==> run_1/layers.png <==
Scale: 1 px per um.
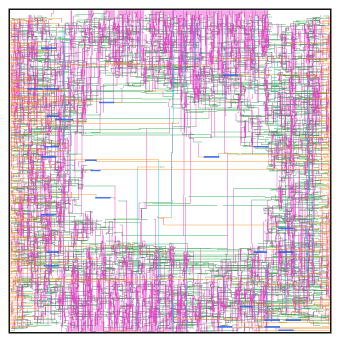
==> run_1/pinout.png <==
Pins as bars across the die edge, other pins in gray.
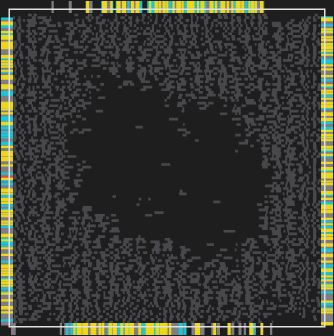
==> run_1/congestion_map.png <==
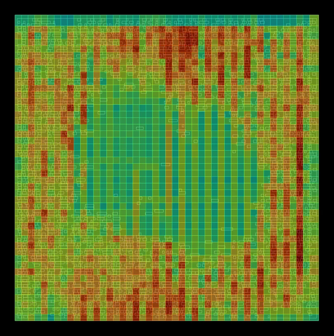
==> run_1/ff_map.png <==
Scale: 1 px per um. Other sequential cells in the stronger gray, the rest of the logic in the fainter gray.
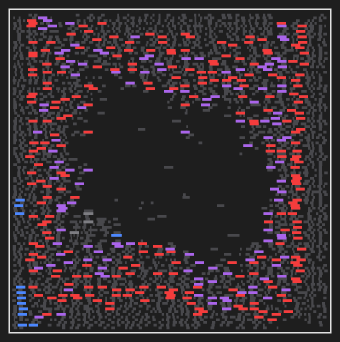
### src/rtl/l1_l2_line_adaptor_pkg.sv
// Shared LC-3b line/word types, adaptor state encoding and half-line helpers
// for the L1 (128 b) to L2 (256 b) line adaptor.
package l1_l2_line_adaptor_pkg;

  typedef logic [15:0]  lc3b_word;
  typedef logic [127:0] lc3b_L1_line;
  typedef logic [255:0] lc3b_L2_line;
  typedef logic [10:0]  lc3b_L2_tag_full;

  localparam int L2_HALF_BIT = 4;

  typedef enum logic [1:0] {
    IDLE,
    FETCH,
    WRITE,
    RESP
  } lc3b_adaptor_state;

  // Half 0 is bits [127:0] of the L2 line, half 1 is bits [255:128].
  function automatic lc3b_L2_line merge_half(input lc3b_L2_line line,
                                             input logic        half,
                                             input lc3b_L1_line data);
    lc3b_L2_line merged;
    merged = line;
    if (half) merged[255:128] = data;
    else      merged[127:0]   = data;
    return merged;
  endfunction

  function automatic lc3b_L1_line select_half(input lc3b_L2_line line,
                                              input logic        half);
    return half ? line[255:128] : line[127:0];
  endfunction

endpackage

### src/rtl/l1_l2_line_adaptor_if.sv
// L1-side and L2-side line ports of the adaptor. slave = adaptor view,
// master = view of the surrounding L1 cache / L2 cache.
interface l1_l2_line_adaptor_if;
  import l1_l2_line_adaptor_pkg::*;

  logic        l1_read;
  logic        l1_write;
  lc3b_word    l1_address;
  lc3b_L1_line l1_wdata;
  lc3b_L1_line l1_rdata;
  logic        l1_resp;

  logic        l2_read;
  logic        l2_write;
  lc3b_word    l2_address;
  lc3b_L2_line l2_wdata;
  lc3b_L2_line l2_rdata;
  logic        l2_resp;

  modport slave (
    input  l1_read, l1_write, l1_address, l1_wdata, l2_rdata, l2_resp,
    output l1_rdata, l1_resp, l2_read, l2_write, l2_address, l2_wdata
  );

  modport master (
    output l1_read, l1_write, l1_address, l1_wdata, l2_rdata, l2_resp,
    input  l1_rdata, l1_resp, l2_read, l2_write, l2_address, l2_wdata
  );

endinterface

### src/rtl/l1_l2_line_adaptor_l2_line_buffer.sv
// Single-entry L2 line buffer: tag, valid, 256-bit data, hit compare and
// half merge/select. Hit is live only with LC3B_L2_LINE_BUFFER_EN defined.
module l2_line_buffer
  import l1_l2_line_adaptor_pkg::*;
(
  input  logic            clk,
  input  logic            reset_n,
  input  logic            load,
  input  logic            merge_en,
  input  lc3b_L2_line     fill_data,
  input  lc3b_L2_tag_full fill_tag,
  input  lc3b_L2_tag_full lookup_tag,
  input  logic            merge_sel,
  input  lc3b_L1_line     merge_data,
  input  logic            read_sel,
  output logic            hit,
  output lc3b_L2_line     line,
  output lc3b_L1_line     read_half
);

  logic            valid_q;
  lc3b_L2_tag_full tag_q;
  lc3b_L2_line     data_q;

  // A fill that belongs to a write merges the new half in the same edge.
  always_ff @(posedge clk or negedge reset_n) begin
    if (!reset_n) begin
      valid_q <= 1'b0;
      tag_q   <= '0;
      data_q  <= '0;
    end else if (load) begin
      valid_q <= 1'b1;
      tag_q   <= fill_tag;
      data_q  <= merge_en ? merge_half(fill_data, merge_sel, merge_data) : fill_data;
    end else if (merge_en) begin
      data_q  <= merge_half(data_q, merge_sel, merge_data);
    end
  end

`ifdef LC3B_L2_LINE_BUFFER_EN
  assign hit = valid_q && (tag_q == lookup_tag);
`else
  logic unused_lookup;
  assign hit           = 1'b0;
  assign unused_lookup = ^{valid_q, tag_q, lookup_tag};
`endif

  assign line      = data_q;
  assign read_half = select_half(data_q, read_sel);

endmodule

### src/rtl/l1_l2_line_adaptor.sv
// Adapts 128-bit L1 line requests to 256-bit L2 line transactions with
// read-merge-write. Optional line buffer: define LC3B_L2_LINE_BUFFER_EN.
module l1_l2_line_adaptor
  import l1_l2_line_adaptor_pkg::*;
(
  input  logic                   clk,
  input  logic                   reset_n,
  l1_l2_line_adaptor_if.slave    bus
);

  lc3b_adaptor_state state, next_state;
  lc3b_word          addr_q;
  lc3b_L1_line       wdata_q;
  logic              is_write;

  logic              request;
  logic              buf_hit;
  logic              buf_load;
  logic              buf_merge;
  logic              merge_sel;
  lc3b_L1_line       merge_data;
  lc3b_L2_line       buf_line;
  lc3b_L1_line       buf_half;

  assign request = bus.l1_read | bus.l1_write;

  // In IDLE the hit check and a write-hit merge act on the live request,
  // since addr_q/wdata_q are only latched on that same edge.
  assign merge_sel  = (state == IDLE) ? bus.l1_address[L2_HALF_BIT] : addr_q[L2_HALF_BIT];
  assign merge_data = (state == IDLE) ? bus.l1_wdata : wdata_q;

  l2_line_buffer u_line_buffer (
    .clk        (clk),
    .reset_n    (reset_n),
    .load       (buf_load),
    .merge_en   (buf_merge),
    .fill_data  (bus.l2_rdata),
    .fill_tag   (addr_q[15:L2_HALF_BIT+1]),
    .lookup_tag (bus.l1_address[15:L2_HALF_BIT+1]),
    .merge_sel  (merge_sel),
    .merge_data (merge_data),
    .read_sel   (addr_q[L2_HALF_BIT]),
    .hit        (buf_hit),
    .line       (buf_line),
    .read_half  (buf_half)
  );

  always_ff @(posedge clk or negedge reset_n) begin
    if (!reset_n) begin
      state    <= IDLE;
      addr_q   <= '0;
      wdata_q  <= '0;
      is_write <= 1'b0;
    end else begin
      state <= next_state;
      if (state == IDLE && request) begin
        addr_q   <= bus.l1_address;
        wdata_q  <= bus.l1_wdata;
        is_write <= bus.l1_write;
      end
    end
  end

  always_comb begin
    next_state = state;
    buf_load   = 1'b0;
    buf_merge  = 1'b0;
    unique case (state)
      IDLE: begin
        if (request) begin
          if (buf_hit) begin
            buf_merge  = bus.l1_write;
            next_state = bus.l1_write ? WRITE : RESP;
          end else begin
            next_state = FETCH;
          end
        end
      end
      FETCH: begin
        if (bus.l2_resp) begin
          buf_load   = 1'b1;
          buf_merge  = is_write;
          next_state = is_write ? WRITE : RESP;
        end
      end
      WRITE: begin
        if (bus.l2_resp) next_state = RESP;
      end
      RESP: next_state = IDLE;
      default: next_state = IDLE;
    endcase
  end

  assign bus.l1_resp    = (state == RESP);
  assign bus.l1_rdata   = (state == RESP) ? buf_half : '0;
  assign bus.l2_read    = (state == FETCH);
  assign bus.l2_write   = (state == WRITE);
  assign bus.l2_address = {addr_q[15:L2_HALF_BIT+1], 5'b0};
  assign bus.l2_wdata   = (state == WRITE) ? buf_line : '0;

endmodule
### src/flat_wrapper.sv
// flat-port wrapper written by rule: the top's interface ports become plain ports
module l1_l2_line_adaptor_flat import l1_l2_line_adaptor_pkg::*;
  (clk, reset_n, bus_l1_read, bus_l1_write, bus_l1_address, bus_l1_wdata, bus_l2_rdata, bus_l2_resp, bus_l1_rdata, bus_l1_resp, bus_l2_read, bus_l2_write, bus_l2_address, bus_l2_wdata);
  l1_l2_line_adaptor_if bus_i ();
  input  logic clk;
  input  logic reset_n;
  input wire logic [$bits(bus_i.l1_read)-1:0] bus_l1_read;
  input wire logic [$bits(bus_i.l1_write)-1:0] bus_l1_write;
  input wire logic [$bits(bus_i.l1_address)-1:0] bus_l1_address;
  input wire logic [$bits(bus_i.l1_wdata)-1:0] bus_l1_wdata;
  input wire logic [$bits(bus_i.l2_rdata)-1:0] bus_l2_rdata;
  input wire logic [$bits(bus_i.l2_resp)-1:0] bus_l2_resp;
  output wire logic [$bits(bus_i.l1_rdata)-1:0] bus_l1_rdata;
  output wire logic [$bits(bus_i.l1_resp)-1:0] bus_l1_resp;
  output wire logic [$bits(bus_i.l2_read)-1:0] bus_l2_read;
  output wire logic [$bits(bus_i.l2_write)-1:0] bus_l2_write;
  output wire logic [$bits(bus_i.l2_address)-1:0] bus_l2_address;
  output wire logic [$bits(bus_i.l2_wdata)-1:0] bus_l2_wdata;
  assign bus_i.l1_read = bus_l1_read;
  assign bus_i.l1_write = bus_l1_write;
  assign bus_i.l1_address = bus_l1_address;
  assign bus_i.l1_wdata = bus_l1_wdata;
  assign bus_i.l2_rdata = bus_l2_rdata;
  assign bus_i.l2_resp = bus_l2_resp;
  assign bus_l1_rdata = bus_i.l1_rdata;
  assign bus_l1_resp = bus_i.l1_resp;
  assign bus_l2_read = bus_i.l2_read;
  assign bus_l2_write = bus_i.l2_write;
  assign bus_l2_address = bus_i.l2_address;
  assign bus_l2_wdata = bus_i.l2_wdata;
  l1_l2_line_adaptor u_core (.clk(clk), .reset_n(reset_n), .bus(bus_i));
endmodule
### config.mk
export PLATFORM = sky130hd
export DESIGN_NAME = l1_l2_line_adaptor_flat
export DESIGN_NICKNAME = d
export VERILOG_FILES = /design/src/rtl/l1_l2_line_adaptor_pkg.sv /design/src/rtl/l1_l2_line_adaptor_if.sv /design/src/rtl/l1_l2_line_adaptor_l2_line_buffer.sv /design/src/rtl/l1_l2_line_adaptor.sv /design/src/flat_wrapper.sv
export SDC_FILE = /design/constraint.sdc
export NUM_CORES = 1
export LEC_CHECK = 0
export CELL_PAD_IN_SITES_DETAIL_PLACEMENT = 2
export CELL_PAD_IN_SITES_GLOBAL_PLACEMENT = 2
export CORE_AREA = 2 2 318 320
export CTS_CLUSTER_DIAMETER = 150
export CTS_CLUSTER_SIZE = 25
export DETAILED_ROUTE_END_ITERATION = 7
export DIE_AREA = 0 0 320 322
export PLACE_DENSITY = 0.71
export SYNTH_ARGS = -nofsm -noshare
export SYNTH_HDL_FRONTEND = slang
export SYNTH_HIERARCHICAL = 1
export SYNTH_SLANG_ARGS = --single-unit
export TNS_END_PERCENT = 50
### constraint.sdc
create_clock -name clk -period 3.05 [get_ports clk]
set_input_delay 0.61 -clock clk [delete_from_list [all_inputs] [get_ports clk]]
set_output_delay 0.61 -clock clk [all_outputs]
set_load 0.02 [all_outputs]
==> ci_impl_report.md, run 1 <==
### Flow metrics

| Metric | Value |
|---|---|
| First-pass GRT wire length | 156000 um |
| Post-route DRC | 0 |
| Final instance area | 34700 um^2 |
| Hold Path End | u_core/wdata_q[55] |
| Psw | 15.6 mW |
| Unrepaired setup endpoints after global routing | true |
| Final wirelength | 107000 um |
| Hold_ws | 0.515 ns |
| Cts bufs inserted | 19 |
| CTS H-Tree Depth | 1 |
| GRT Total Usage | 0.200 |
| Slowest-stage cell, CP | dfrtp_4 |
| Synth Flop Type | dfrtp_1 |
| Crit-path cells | buf_12, buf_4, mux2_1, and2_1, dlygate4sd2_1 |
| Area Growth Syn to Fin | 39.7% |
| CTS hold repair buffers | 1 |
| 1st-pass router iterations | 4 |
| Cell depth of the worst min-delay path | 1 |
| Vias in the first global route | 22.0k |
| Synth area leader | dfrtp_1 |
| Critical Path Source Type | flip-flop |
| Die height | 322 um |
| Status | finished clean |
| Max IR drop VDD | 710 uV |
| Critical path required time | 2.44 ns |
| R2r setup slk | 0.55 ns |
| Layout cell share with drive strength beyond 1 | 0.274 |
| Maximum clock insertion buffer count | 3 |
| End-of-flow core utilization | 0.348 |
| Syn_area_per_cell | 12.2 um^2 |
| Post-route ant nets | 0 |
| EDFF count, synth | 0 |
| Tool warnings | 35 |
| HPWL after DPL | 79300 um |
| Power share of the sequential group | 0.288 |
| Post_cts resized | 502 |
| Post-synth top cells | dfrtp_1 (399), and2_1 (386), mux2_4 (289), mux2_2 (228), mux2_1 (136) |
| Critical Path Max Stage Delay | 0.55 ns |
| Overflow after GRT | 0 |
| Worst hold path class | flip-flop to flip-flop |
| Gate power share | 0.630 |
| Clock-pin transition on the worst setup and hold timing paths | 0.11 ns |
| Cell Type Count | 25 |
| Vias | 19.1k |
| Reg-to-reg critical path endpoint | u_core/u_line_buffer/line[77] |
| Worst EP arrival | 2.34 ns |
| Clock skew | 0.0201 ns |
| Root buf cell | clkbuf_16 |
| Setup WS post-layout | 0.0994 ns |
| Final worst path period need | 2.95 ns |
| Yosys top cell by instances | dfrtp_1 |
| Max-area cell share | 0.402 |
| Period utilization | 0.967 |
| Largest net degree at the start of global routing | 90 |
| Yosys chip area | 24800 um^2 |
| DP Area | 34500 um^2 |
| Post-CTS Setup Bufs | 5 |
| Setup total negative slack | 0 ns |
| Synthesized cell area | 24800 um^2 |
| TritonCTS clock tree | done |
| DIE AREA | 103000 um^2 |
| Core Rows | 116 |
| CP Class | flip-flop to output pin |
| Post-synthesis sequential area ratio | 0.402 |
| Clk ins delay skew pair | 0.58 ns |
| Synth top area cells | dfrtp_1 (40%), mux2_4 (17%), mux2_2 (10%) |
| Max transition margin | 0.554 |
| Peak fanout along the critical path | 8 |
| Wire length per cell | 26.1 um |
| Max_cap viols | 0 |
| Cells after Synth | 2034 |
| WP depth | 5 |
| Nets@finish | 3181 |
| Final setup fails | 0 |
| Pwr dens | 1050 nW/um^2 |
| Fillers | 10.5k |
| Reg2Reg Depth | 7 |
| Critical Path Source | u_core/addr_q[4] |
| Delay-heaviest family, CP | buffers and inverters |
| Final hold violations | 0 |
| R2r startpoint | u_core/state[1] |
| Worst path bufs/invs | 3 |
| Chip width | 320 um |
| Initial Util | 0.249 |
| Syn. warnings | 6 |
| # Cells Yosys | 2034 |
| Achievable frequency | 339 MHz |
| Clock power frac | 0.082 |
| Sequential cell area | 9990 um^2 |
| Internal | 21.0 mW |
| Sw frac | 0.427 |
| Count of input and output buffers | 798 |
| CP endpoint kind | output pin |
| Fraction of registers with async set/reset | 1.00 |
| Cells after DPL | 4035 |
| Leakage dissipation | 15.6 nW |
| Core area | 99600 um^2 |
| Number of I/O pins | 808 |
| Yosys reg bits | 399 |
| DR iter-0 viols | 567 |
| CP endpoint | bus_l1_rdata[54] |
| Comb area | 13700 um^2 |
| Initial antenna violation count | 45 |
| Routability cong. | 0.866 |
| Pre-CTS WS | 0.204 ns |
| Worst-Margin Slew | 0.670 ns |
| Final Max Tran Viols | 0 |
| Layout Cells excl Fill | 4087 |
| Clock sink count | 399 |
| DR vias/cell | 4.68 |
| Worst Hold Launch | u_core/wdata_q[55] |
| Overall power | 36.6 mW |
-- layers.png (at the start) --
| color | layer | wire length |
|---|---|---|
| orange | M3 | 8110 um |
| magenta | M2 | 53.0 mm |
| blue | M5 | 340 um |
| green | M1 | 43.0 mm |
| cyan | M4 | 2450 um |

-- pinout.png (at the start) --
| color | port | pins | direction | edge |
|---|---|---|---|---|
| red | bus_l1_resp | 1 | output | left |
| yellow | bus_l2_rdata | 256 | input | 72 right, 69 left, 60 top, 55 bottom |
| cyan | bus_l1_rdata | 128 | output | 39 right, 37 left, 29 top, 23 bottom |
all pins by edge: 231 right, 230 left, 177 top, 170 bottom

-- congestion_map.png (at the start) --
met1 Use GR: 0.236
Most Used Layer, Global Route: met2

-- ff_map.png (at the start) --
| color | signal | flops | where |
|---|---|---|---|
| purple | u_core/wdata_q | 128 | spread over the die |
| red | u_core/u_line_buffer/line | 256 | spread over the die |
| blue | u_core/addr_q | 12 | lower left |
not colored: 3

[run 1: kinds of logic (layout without fill, tap and decap cells)]
family	Yosys count	in the layout	share of synthesized area
muxes	784	784	0.393
and+or+nand+nor	524	524	0.125
AOI/OAI and AO/OA	131	131	0.0268
buffers and inverters	190	924	0.0515
adders and majority gates	4	4	0.00202
other	2	23	0.000302
DFF	399	399	0.402
[run 1: cells in the final DEF (no fill, tap or decap), types with 128 or more instances in the layout]
master,n
and2_1,383
clkdlybuf4s50_1,415
dfrtp_1,396
dlygate4sd2_1,212
mux2_1,136
mux2_2,227
mux2_4,289
mux2i_1,131
nand3_1,129
o21ai_1,128
[run 1: flip-flops by register name (all words and copies together) (netlist names)]
signal / flops
u_core/state: 2
u_core/addr_q: 12
u_core/wdata_q: 128
u_core/u_line_buffer/line: 256
u_core/is_write: 1
[run 1: power by group through the flow]
| stage | combinational [mW] | sequential (mW) | clock (mW) |
|---|---|---|---|
| finish | 23.0 | 10.6 | 2.99 |
| global route | 24.7 | 10.9 | 3.34 |
| CTS | 23.2 | 10.6 | 3.20 |
| detailed placement | 24.1 | 10.6 | 0 |
| global placement | 23.5 | 10.5 | 0 |
| floorplan | 15.7 | 9.25 | 0 |
[run 1: metal layers]
metal | part of all wire | GRT usage | up-vias | wire length, um
li1 | - | - | 8521 | -
met3 | 0.076 | 0.0646 | 135 | 8110
met1 | 0.40 | 0.236 | 9800 | 43000
met2 | 0.50 | 0.349 | 606 | 53000
met4 | 0.023 | 0.0495 | 52 | 2450
met5 | 0.0032 | 0 | - | 340
[run 1: final cells by class]
class	instances	area share
Multi-Input combinational cell	1449	0.394
Sequential cell	399	0.288
Timing Repair Buffer	901	0.256
Tap cell	1298	0.0468
Clock buffer	21	0.0139
Antenna cell	17	0.00123
Inverter	2	0.000216
## Run 2: what changed since run 1
--- a/config.mk
+++ b/config.mk
@@ -7,14 +7,15 @@
 export LEC_CHECK = 0
 export CELL_PAD_IN_SITES_DETAIL_PLACEMENT = 2
 export CELL_PAD_IN_SITES_GLOBAL_PLACEMENT = 2
-export CORE_AREA = 2 2 318 320
+export CORE_AREA = 2 2 317 319
 export CTS_CLUSTER_DIAMETER = 150
 export CTS_CLUSTER_SIZE = 25
 export DETAILED_ROUTE_END_ITERATION = 7
-export DIE_AREA = 0 0 320 322
+export DIE_AREA = 0 0 319 321
+export GPL_ROUTABILITY_DRIVEN = 0
 export PLACE_DENSITY = 0.71
 export SYNTH_ARGS = -nofsm -noshare
 export SYNTH_HDL_FRONTEND = slang
 export SYNTH_HIERARCHICAL = 1
 export SYNTH_SLANG_ARGS = --single-unit
-export TNS_END_PERCENT = 50
+export TNS_END_PERCENT = 20
==> constraint.sdc (replaced) <==
create_clock -name clk -period 3.8 [get_ports clk]
set_input_delay 0.76 -clock clk [delete_from_list [all_inputs] [get_ports clk]]
set_output_delay 0.76 -clock clk [all_outputs]
set_load 0.02 [all_outputs]
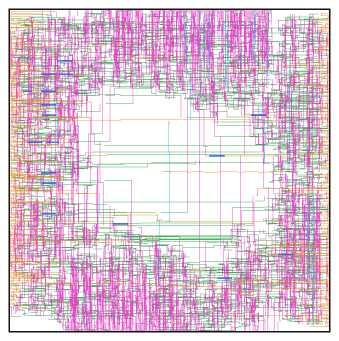
(run_2/layers.png)
Scale: 1 px per um.
| color | layer | wire length |
|---|---|---|
| blue | M5 | 220 um |
| cyan | M4 | 1590 um |
| green | M1 | 43.7 mm |
| magenta | M2 | 52.2 mm |
| orange | M3 | 7770 um |

==> ci_impl_report.md, run 2 <==
### Flow metrics

| Metric | Value |
|---|---|
| Worst EP arrival | 2.85 ns (+0.51 ns) |
| Clk ins delay skew pair | 0.59 ns (about the same) |
| Chip width | 319 um (-0.31%) |
| TritonCTS clock tree | done |
| Max_cap viols | 0 (unchanged) |
| GRT Total Usage | 0.198 (-0.00137) |
| Worst-Margin Slew | 0.960 ns (+0.290 ns) |
| Critical path required time | 3.04 ns (+0.60 ns) |
| Crit-path cells | buf_12, mux2_2, and2_1, clkdlybuf4s50_1 |
| Top cell excl fill/tap | clkdlybuf4s50_1 |
| Largest net degree at the start of global routing | 102 (+13%) |
| Layout Cells excl Fill | 4051 (-0.88%) |
| Worst hold path class | input pin to async pin |
| Core Rows | 116 (unchanged) |
| Post-synth top cells | dfrtp_1 (399), and2_1 (386), mux2_4 (289), mux2_2 (228), mux2_1 (136) |
| Period utilization | 0.950 |
| Yosys chip area | 24800 um^2 (unchanged) |
| Max reg flops | 256 (unchanged) |
| Tool warnings | 41 (+17%) |
| CTS H-Tree Depth | 1 (unchanged) |
| Synth Flop Type | dfrtp_1 |
| CP endpoint kind | output pin |
| Final worst path period need | 3.61 ns |
| Slowest-stage cell, CP | dfrtp_4 |
| Cells after DPL | 3998 (-0.92%) |
| Clock-pin transition on the worst setup and hold timing paths | 0.12 ns (about the same) |
| DP Area | 34000 um^2 (-1.5%) |
| Die height | 321 um (-0.31%) |
| Yosys top cell by instances | dfrtp_1 |
| Layout cell share with drive strength beyond 1 | 0.223 (-0.0509) |
| Number of I/O pins | 808 (unchanged) |
| Final setup fails | 0 (unchanged) |
| Max-area cell share | 0.402 (unchanged) |
| Final hold violations | 0 (unchanged) |
| First-pass GRT wire length | 154000 um (-1.1%) |
| Cts bufs inserted | 20 (+1) |
| Initial antenna violation count | 38 (-16%) |
| Yosys reg bits | 399 (unchanged) |
| Synth top area cells | dfrtp_1 (40%), mux2_4 (17%), mux2_2 (10%) |
| Area Growth Syn to Fin | 39.6% (about the same) |
| Overflow after GRT | 0 (unchanged) |
| 1st-pass router iterations | 4 (unchanged) |
| Post-synthesis sequential area ratio | 0.402 (unchanged) |
| Pwr dens | 866 nW/um^2 (-18%) |
| DR vias/cell | 4.67 (about the same) |
| Status | finished clean |
| Unrepaired setup endpoints after global routing | false |
| Achievable frequency | 277 MHz |
| DR iter-0 viols | 599 (+5.6%) |
| Root buf cell | clkbuf_16 |
| Vias in the first global route | 21.6k (-1.8%) |
| Maximum clock insertion buffer count | 3 (unchanged) |
| Final instance area | 34700 um^2 (about the same) |
| Post-route ant nets | 0 (unchanged) |
| Peak fanout along the critical path | 31 (+23) |
| Delay-heaviest family, CP | buffers and inverters |
| End-of-flow core utilization | 0.349 (+0.000805) |
| Overall power | 30.0 mW (-18%) |
| Pre-CTS WS | 0.484 ns (+0.280 ns) |
| Setup total negative slack | 0 ns (unchanged) |
| Core area | 99300 um^2 (-0.29%) |
| Cells after Synth | 2034 (unchanged) |
| Critical Path Source Type | flip-flop |
| Clock sink count | 399 (unchanged) |
| CP Class | flip-flop to output pin |
| Max IR drop VDD | 383 uV (-46%) |
| Critical Path Max Stage Delay | 0.81 ns (+0.26 ns) |
| Max transition margin | 0.360 (-0.194) |
| Leakage dissipation | 14.2 nW (-9.0%) |
| # Cells Yosys | 2034 (unchanged) |
| Hold_ws | 0.129 ns (-0.386 ns) |
| Final Max Tran Viols | 0 (unchanged) |
| Final wirelength | 105000 um (-1.3%) |
| CTS hold repair buffers | 0 (-1) |
| Synthesized cell area | 24800 um^2 (unchanged) |
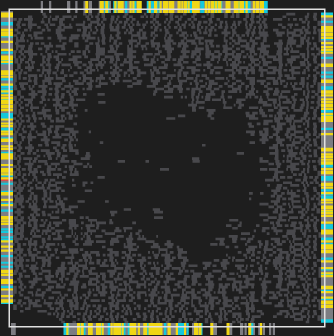
(run_2/pinout.png)
Pins as bars across the die edge, other pins in gray.
| color | port | pins | direction | edge |
|---|---|---|---|---|
| red | bus_l1_resp | 1 | output | left |
| yellow | bus_l2_rdata | 256 | input | 73 right, 67 left, 60 top, 56 bottom |
| cyan | bus_l1_rdata | 128 | output | 37 right, 34 left, 30 top, 27 bottom |
all pins by edge: 231 right, 218 left, 185 top, 174 bottom

==> run 2: cell counts after synthesis <==
Identical to the previous run, type by type.
==> run 2: layout make-up <==
cell class              count  area (um^2)
fillers                 10500        64600
multi-input cells        1449        13700
inverters                   2         7.51
repair buffers            856         8760
well taps                1298         1620
clock buffers              22          529
flip-flops and latches    399         9990
clock inverters             4         37.5
diodes                     21         52.6
==> run 2: path summary, 6_finish.rpt <==
kind	cells past startpoint	endpoint	start
max	4	bus_l1_rdata[23]	u_core/addr_q[4]
max in group asynchronous	2	u_core/u_line_buffer/line[20]	reset_n
min reg2reg	1	u_core/wdata_q[122]	u_core/wdata_q[122]
max reg2reg	6	u_core/u_line_buffer/line[158]	u_core/state[0]
min in group clk	1	u_core/wdata_q[122]	u_core/wdata_q[122]
min	1	u_core/u_line_buffer/line[199]	reset_n
==> run 2: metal layers <==
layer  up-vias  GRT usage  part of all wire
met1      9817      0.238              0.41
met2       558      0.353              0.49
met4        34     0.0328             0.015
met3        87     0.0608             0.074
met5         -          0            0.0021
li1       8441          -                 -
==> run 2: timing repair <==
item	in CTS	in global routing
setup buffers	5	1
pin swaps	1	0
resized	1	0
endpoints found under the setup margin	173	6
==> run 2: power breakdown <==
part	total [mW]	switching, mW	internal (mW)
Sequential	8.36	1.89	6.47
Combinational	19.1	9.01	10.0
Clock	2.60	1.58	1.02
==> run 2: kinds of logic (layout without fill, tap and decap cells) <==
kind of cell,Yosys count,after routing,synth area share
mux,784,784,0.393
flops,399,399,0.402
simple gates,524,524,0.125
compound gates,131,131,0.0268
buf+inv,190,884,0.0515
other cells,2,27,0.000302
fa+ha+maj,4,4,0.00202
Power is estimated from default activity; no workload was simulated.
